==> config.mk <==
export PLATFORM = sky130hd
export DESIGN_NAME = delay_meter
export DESIGN_NICKNAME = d
export VERILOG_FILES = /design/src/rtl/delay_meter.sv
export SDC_FILE = /design/constraint.sdc
export NUM_CORES = 1
export LEC_CHECK = 0
export CORE_MARGIN = 2
export CORE_UTILIZATION = 30
export DETAILED_ROUTE_END_ITERATION = 16
export SLEW_MARGIN = 20
export SYNTH_ARGS = -nofsm -noshare
export SYNTH_HDL_FRONTEND = slang
export SYNTH_SLANG_ARGS = --single-unit
==> constraint.sdc <==
create_clock -name clk -period 2.8 [get_ports clk]
set_input_delay 0.84 -clock clk [delete_from_list [all_inputs] [get_ports clk]]
set_output_delay 0.84 -clock clk [all_outputs]
set_load 0.02 [all_outputs]
==> src/rtl/delay_meter.sv <==
// delay_meter: measures the cycle count between a start event and a stop event
// and delivers each result through a valid/ready handshake.
// Optional build macro DELAY_METER_STATS_EN adds min/max/average statistics on
// accepted results (ports stats_clr_i, min_o, max_o, avg2_o).
module delay_meter #(
  parameter int CNT_W = 16
) (
  input  logic             clk,
  input  logic             rst,
  input  logic             start_i,
  input  logic             stop_i,
  output logic [CNT_W-1:0] delay_o,
  output logic             delay_valid_o,
  input  logic             delay_ready_i,
  output logic             overflow_o,
  output logic             busy_o,
  output logic             missed_o
`ifdef DELAY_METER_STATS_EN
  ,
  input  logic             stats_clr_i,
  output logic [CNT_W-1:0] min_o,
  output logic [CNT_W-1:0] max_o,
  output logic [CNT_W-1:0] avg2_o
`endif
);

  localparam logic [CNT_W-1:0] CNT_MAX = '1;
  localparam logic [CNT_W-1:0] CNT_ONE = CNT_W'(1);

  typedef enum logic [1:0] {
    IDLE,
    RUN,
    HOLD
  } state_t;

  state_t           state_q, state_d;
  logic [CNT_W-1:0] cnt_q, cnt_d;
  logic [CNT_W-1:0] delay_q, delay_d;
  logic             ovf_q, ovf_d;
  logic             missed_q, missed_d;
  logic             xfer;

  // A result leaves the block on the cycle the consumer is ready while we hold it.
  assign xfer = (state_q == HOLD) && delay_ready_i;

  // Next-state and next-value decode for the measurement FSM.
  always_comb begin
    // NOTE: every signal driven here gets a default first, so no path leaves
    // one unassigned and no latch is inferred.
    state_d  = state_q;
    cnt_d    = cnt_q;
    delay_d  = delay_q;
    ovf_d    = ovf_q;
    missed_d = 1'b0;
    case (state_q)
      IDLE: begin
        if (start_i && stop_i) begin
          // Start and stop on the same edge is a genuine zero-cycle interval.
          state_d = HOLD;
          delay_d = '0;
          ovf_d   = 1'b0;
        end else if (start_i) begin
          state_d = RUN;
          cnt_d   = CNT_ONE;
        end
      end
      RUN: begin
        cnt_d = (cnt_q == CNT_MAX) ? CNT_MAX : cnt_q + CNT_ONE;
        if (stop_i) begin
          // Stop wins over a coincident start; cnt already equals the interval.
          state_d = HOLD;
          delay_d = cnt_q;
          ovf_d   = (cnt_q == CNT_MAX);
        end else if (start_i) begin
          cnt_d = CNT_ONE;
        end
      end
      HOLD: begin
        if (xfer) begin
          if (start_i) begin
            state_d = RUN;
            cnt_d   = CNT_ONE;
          end else begin
            state_d = IDLE;
          end
        end else if (start_i) begin
          // No room for a new measurement while the result is still pending.
          missed_d = 1'b1;
        end
      end
      default: state_d = IDLE;
    endcase
  end

  // State and result registers.
  always_ff @(posedge clk) begin
    // NOTE: sequential state uses non-blocking assignments so every register
    // samples the pre-edge values, independent of statement order.
    if (rst) begin
      state_q  <= IDLE;
      cnt_q    <= '0;
      delay_q  <= '0;
      ovf_q    <= 1'b0;
      missed_q <= 1'b0;
    end else begin
      state_q  <= state_d;
      cnt_q    <= cnt_d;
      delay_q  <= delay_d;
      ovf_q    <= ovf_d;
      missed_q <= missed_d;
    end
  end

  assign delay_o       = delay_q;
  assign overflow_o    = ovf_q;
  assign missed_o      = missed_q;
  assign delay_valid_o = (state_q == HOLD);
  assign busy_o        = (state_q == RUN);

`ifdef DELAY_METER_STATS_EN
  logic [CNT_W-1:0] min_q, max_q, avg_q, prev_q;
  logic             first_q;
  logic [CNT_W:0]   pair_sum;

  // One extra bit keeps the sum of two maximal delays from wrapping.
  assign pair_sum = {1'b0, prev_q} + {1'b0, delay_q};

  // Statistics over accepted results; a clear beats a coincident transfer.
  always_ff @(posedge clk) begin
    if (rst || stats_clr_i) begin
      min_q   <= CNT_MAX;
      max_q   <= '0;
      avg_q   <= '0;
      prev_q  <= '0;
      first_q <= 1'b1;
    end else if (xfer) begin
      if (delay_q < min_q) min_q <= delay_q;
      if (delay_q > max_q) max_q <= delay_q;
      avg_q   <= first_q ? delay_q : pair_sum[CNT_W:1];
      prev_q  <= delay_q;
      first_q <= 1'b0;
    end
  end

  assign min_o  = min_q;
  assign max_o  = max_q;
  assign avg2_o = avg_q;
`endif

endmodule

Run 1, signal wires on met1:
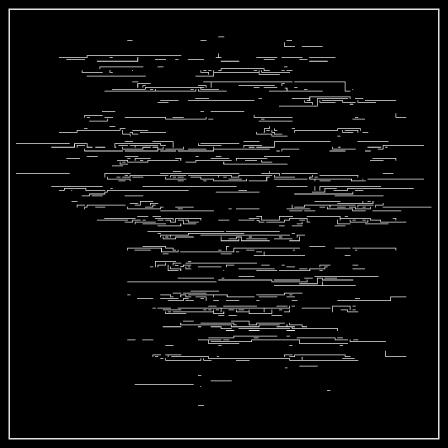
- main direction: horizontal
- longest straight run: 20.2 microns
- wire length on this layer: 1,870 microns

Run 1, M2 wires:
Bar = 20 microns.
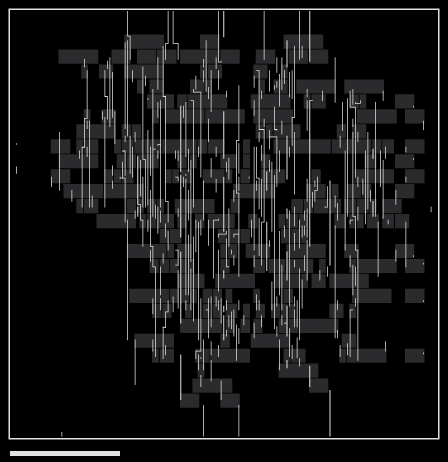
- nets with wire on the layer: 176
- main direction: vertical
- longest straight run: 27.9 microns
- share of all routed wire: 46%
- wire length on this layer: 1,800 microns
routed wire length: 3.873 mm
routing usage on met2: 20.52%
via count: 1,490

Run 1, signal wires on met3:
Bar = 20 microns.
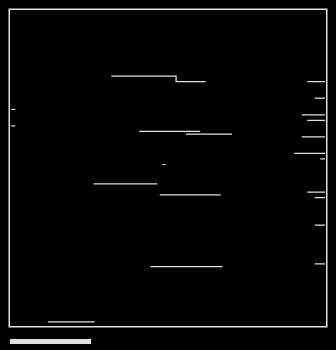
- share of all routed wire: 3.9%
- wire length on this layer: 151 microns

==> metrics.yaml, run 1 <==
clock_network:
  holdBufCountCts: 0
  cts_buffers: 5
  clock-sinks: 36
timing:
  min_period_over_period_pct: 86.72
  slew_headroom_pct: 47.38
  finClkSkew_ns: 0.006777
  min_period_ns: 2.428
  worst_slew_pin_slew_ns: 0.7834
  slew_violations: 0
worst_setup_path:
  crit_path_start: "state_q[1]"
  crit_fanout: 7
  end_kind: "primary output"
  setup.worst_path.start_class: "flip-flop"
  worstPathArrival_ns: 1.59
layout:
  drive_above_1_share_pct: 6.757
  final_cell_mix: "36 x nor2_1, 36 x dfxtp_1, 24 x clkdlybuf4s50_1, 17 x o21ai_0, 16 x a22oi_1"
  nFillCells: 524
  antenna_cells: 0
  logic_area_sq_um: 844.6
  register_area_sq_um: 720.7
run_status:
  outcome: "finished, final reports clean"
yosys:
  area_leaders: "dfxtp_1 44%, nor2_1 8.3%, a22oi_1 7.3%"
  numSynthFlops: 36
  synth_cells: 199
  ys_seq_share_pct: 44.07
  avgSynthCellArea_sq_um: 8.218
  syn-cell-area_sq_mm: 0.001635
floorplanning:
  fp.dieH_microns: 77.83
worst_hold_path:
  hold_class: "reg2reg"
placement:
  placed_cells: 284
drt:
  wl_met2_mm: 1.800
  wl_per_cell_microns: 13.26
  drt_iter0_drc: 91
  met1_length_mm: 1.866
  ant_nets: 0
pwr:
  p_int_mw: 0.7395
  irDropWorstVdd_uv: 154.2
  comb_power_share_pct: 6.9
  pwr-share-clk_pct: 39.5
global_routing:
  antenna_found_initial: 0
run:
  drv_cap: 0
run 1: kinds of logic (layout without fill, tap and decap cells):
logic type	Yosys count	count (layout)	synth area share (%)
AOI/OAI and AO/OA	68	68	25.71
and+or+nand+nor	78	78	25.17
DFF	36	36	44.07
buffers and inverters	16	39	4.285
adders and majority gates	1	1	0.7650
run 1: layout make-up:
type,instances,share of cell area (%)
clock buffer,7,4.272
clock inverter,1,0.3715
inverter,5,0.9288
multi-input combinational,147,41.80
sequential,36,35.67
tap,70,4.334
timing repair buffer,26,12.63
run 1: path summary, 6_finish.rpt:
path                   end  slack, ns  cells past startpoint
max          delay_valid_o       0.37                      2
max reg2reg       cnt_q[5]       0.77                      5
min reg2reg     delay_o[0]       0.45                      2
min             delay_o[0]       0.45                      2
run 1: cell usage after synthesis (2+ instances only):
cell type / n
nor2_1: 36
buf_2: 2
dfxtp_1: 36
nand2_1: 8
clkbuf_1: 8
a21oi_1: 15
a31oi_1: 3
nor4_1: 2
a22oi_1: 16
nor2b_1: 4
a41oi_1: 3
o21ai_1: 7
nand2b_1: 2
o21ai_0: 17
nor3_1: 6
inv_1: 5
nand3_1: 7
nand4_1: 2
run 1: per-stage QoR:
stage                     hold WS [ns]  power (mW)  instance area [sq um]  setup slack, ns
after global placement          0.4418      0.6007                   1927           0.3360
after CTS                       0.4554      0.9895                   2021           0.3650
after global routing            0.5173       1.017                   2021           0.2987
final                           0.4521      0.9740                   2021           0.3717
after floorplan                 0.4813      0.5754                   1635           0.9967
after detailed placement        0.4445      0.6013                   1927           0.2802
run 1: state kept, by name, indices dropped and copies added (netlist names):
name,count
state_q,2
cnt_q,16
overflow_o,1
delay_o,16
missed_o,1
run 1: worst max-delay path: stages (launching register included):
cell             delay, ns
dfxtp_1               0.43
nor2b_1               0.23
clkdlybuf4s50_1       0.63
==> run 1 -> run 2 <==
--- a/config.mk
+++ b/config.mk
@@ -5,9 +5,12 @@
 export SDC_FILE = /design/constraint.sdc
 export NUM_CORES = 1
 export LEC_CHECK = 0
+export CELL_PAD_IN_SITES_DETAIL_PLACEMENT = 0
+export CELL_PAD_IN_SITES_GLOBAL_PLACEMENT = 1
 export CORE_MARGIN = 2
 export CORE_UTILIZATION = 30
 export DETAILED_ROUTE_END_ITERATION = 16
+export PLACE_DENSITY_LB_ADDON = 0.1
 export SLEW_MARGIN = 20
 export SYNTH_ARGS = -nofsm -noshare
 export SYNTH_HDL_FRONTEND = slang
Run 2, routing congestion map:
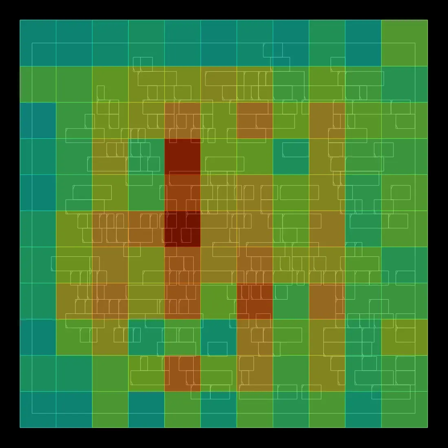
Avg WL per Cell: 15.14 microns
Global Route met1 Usage: 23.35%
routing usage on met2: 22.84%

Run 2, signal wires on met1:
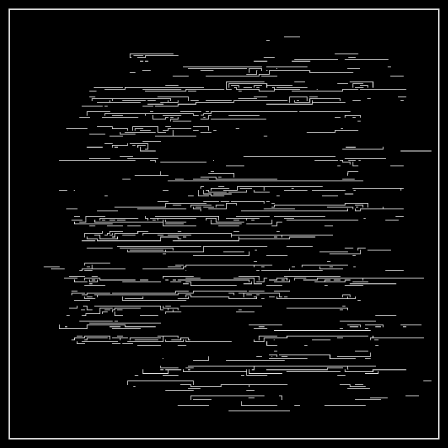
- main direction: horizontal
- wire length on this layer: 2,230 microns

==> run 2 against run 1 <==
Cell count grew 1.0%. Critical path type unchanged. Sequential power is essentially flat. Flip-flop count is the same. Via count grew 3.8%. Critical endpoint unchanged. Cell area grew 2.0%. Highest routed layer unchanged. Combinational power grew 3.7%. Routed wire length grew 15%.
==> metrics.yaml, run 2 <==
run_status:
  outcome: "finished, final reports clean"  # unchanged
worst_setup_path:
  reg2regPathDepth: 6  # was 5
  end_kind: "primary output"  # unchanged
  reg2reg_to: "cnt_q[12]"  # was cnt_q[5]
  crit_fanout: 7  # unchanged
  worst-path-buf-inv: 1  # unchanged
  worstPathCellList: "nor2b_1 -> clkdlybuf4s50_1"  # unchanged
pwr:
  comb_power_share_pct: 6.6  # was 6.9%
  pwr-share-clk_pct: 43.7  # was 39.5%
  p_total_mw: 1.052  # was 0.9740 mW
timing:
  worst_slew_pin_slew_ns: 0.6193  # was 0.7834 ns
  slew_headroom_pct: 58.61  # was 47.38%
  min_period_over_period_pct: 87.07  # was 86.72%
worst_hold_path:
  hold_end: "delay_o[0]"  # unchanged
  hold_depth: 2  # unchanged
clock_network:
  clock-sinks: 36  # unchanged
floorplanning:
  fp.dieH_microns: 77.83  # unchanged
yosys:
  common_cells: "36 x dfxtp_1, 36 x nor2_1, 17 x o21ai_0"  # unchanged
  synth_cells: 199  # unchanged
drt:
  drt_iter0_drc: 99  # was 91
  vias: 1547  # was 1,490
placement:
  placed_cells: 287  # was 284
run:
  drv_cap: 0  # unchanged
Run 2, signal wires on met3:
Bar = 20 microns.
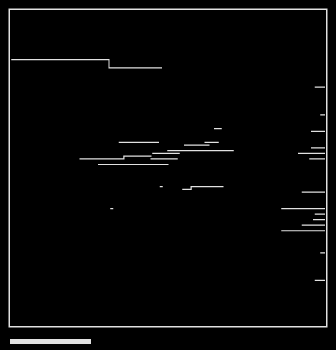
- main direction: horizontal
- wire length on this layer: 193 microns

-- run 2: cell counts after synthesis --
No cell type changed its count.
-- run 2: routing by layer --
layer	track usage [%]	vias to the layer above	share of wire, %
met1	23.35	726	50
met2	22.84	35	44
met3	4.070	6	4.3
met5	0	-	0
met4	6.071	0	1.2
li1	-	780	-
-- run 2: final cells by class --
cell class                 count  area (sq um)  area share [%]
clock inverter                 3         42.54           2.064
tap                           70         87.58           4.250
inverter                       5         18.77          0.9107
timing repair buffer          29         277.8           13.48
clock buffer                   5         68.82           3.339
sequential                    36         720.7           34.97
multi-input combinational    147         844.6           40.98
-- run 2: cell families (layout without fill, tap and decap cells) --
logic type	Yosys count	in the layout	synth area share, %
buf+inv	16	42	4.285
fa+ha+maj	1	1	0.7650
simple gates	78	78	25.17
compound gates	68	68	25.71
flops	36	36	44.07
-- run 2: stage by stage --
step           cell area, sq um  util, %  setup slack, ns  hold slack [ns]
2_1_floorplan              1635        -           0.9967           0.4813
3_3_place_gp               1949    37.69           0.3857           0.4393
3_5_place_dp               1949    37.69           0.3219           0.4602
4_1_cts                    2061    39.84           0.3501           0.4698
5_1_grt                    2061    39.84           0.2702           0.4989
6_report                   2061    39.84           0.3619           0.4639
-- run 2: worst max path at each step --
stage | from | endpoint | slack (ns) | depth (start not counted)
detailed placement | start_i | delay_o[3] | 0.32 | 6
CTS | state_q[1] | delay_valid_o | 0.35 | 2
finish | state_q[1] | delay_valid_o | 0.36 | 2
global placement | start_i | delay_o[5] | 0.39 | 6
global route | state_q[1] | delay_valid_o | 0.27 | 2
floorplan | stop_i | cnt_q[10] | 1.0 | 6
Power figures rest on the tool's default switching activity, not on a simulated workload.
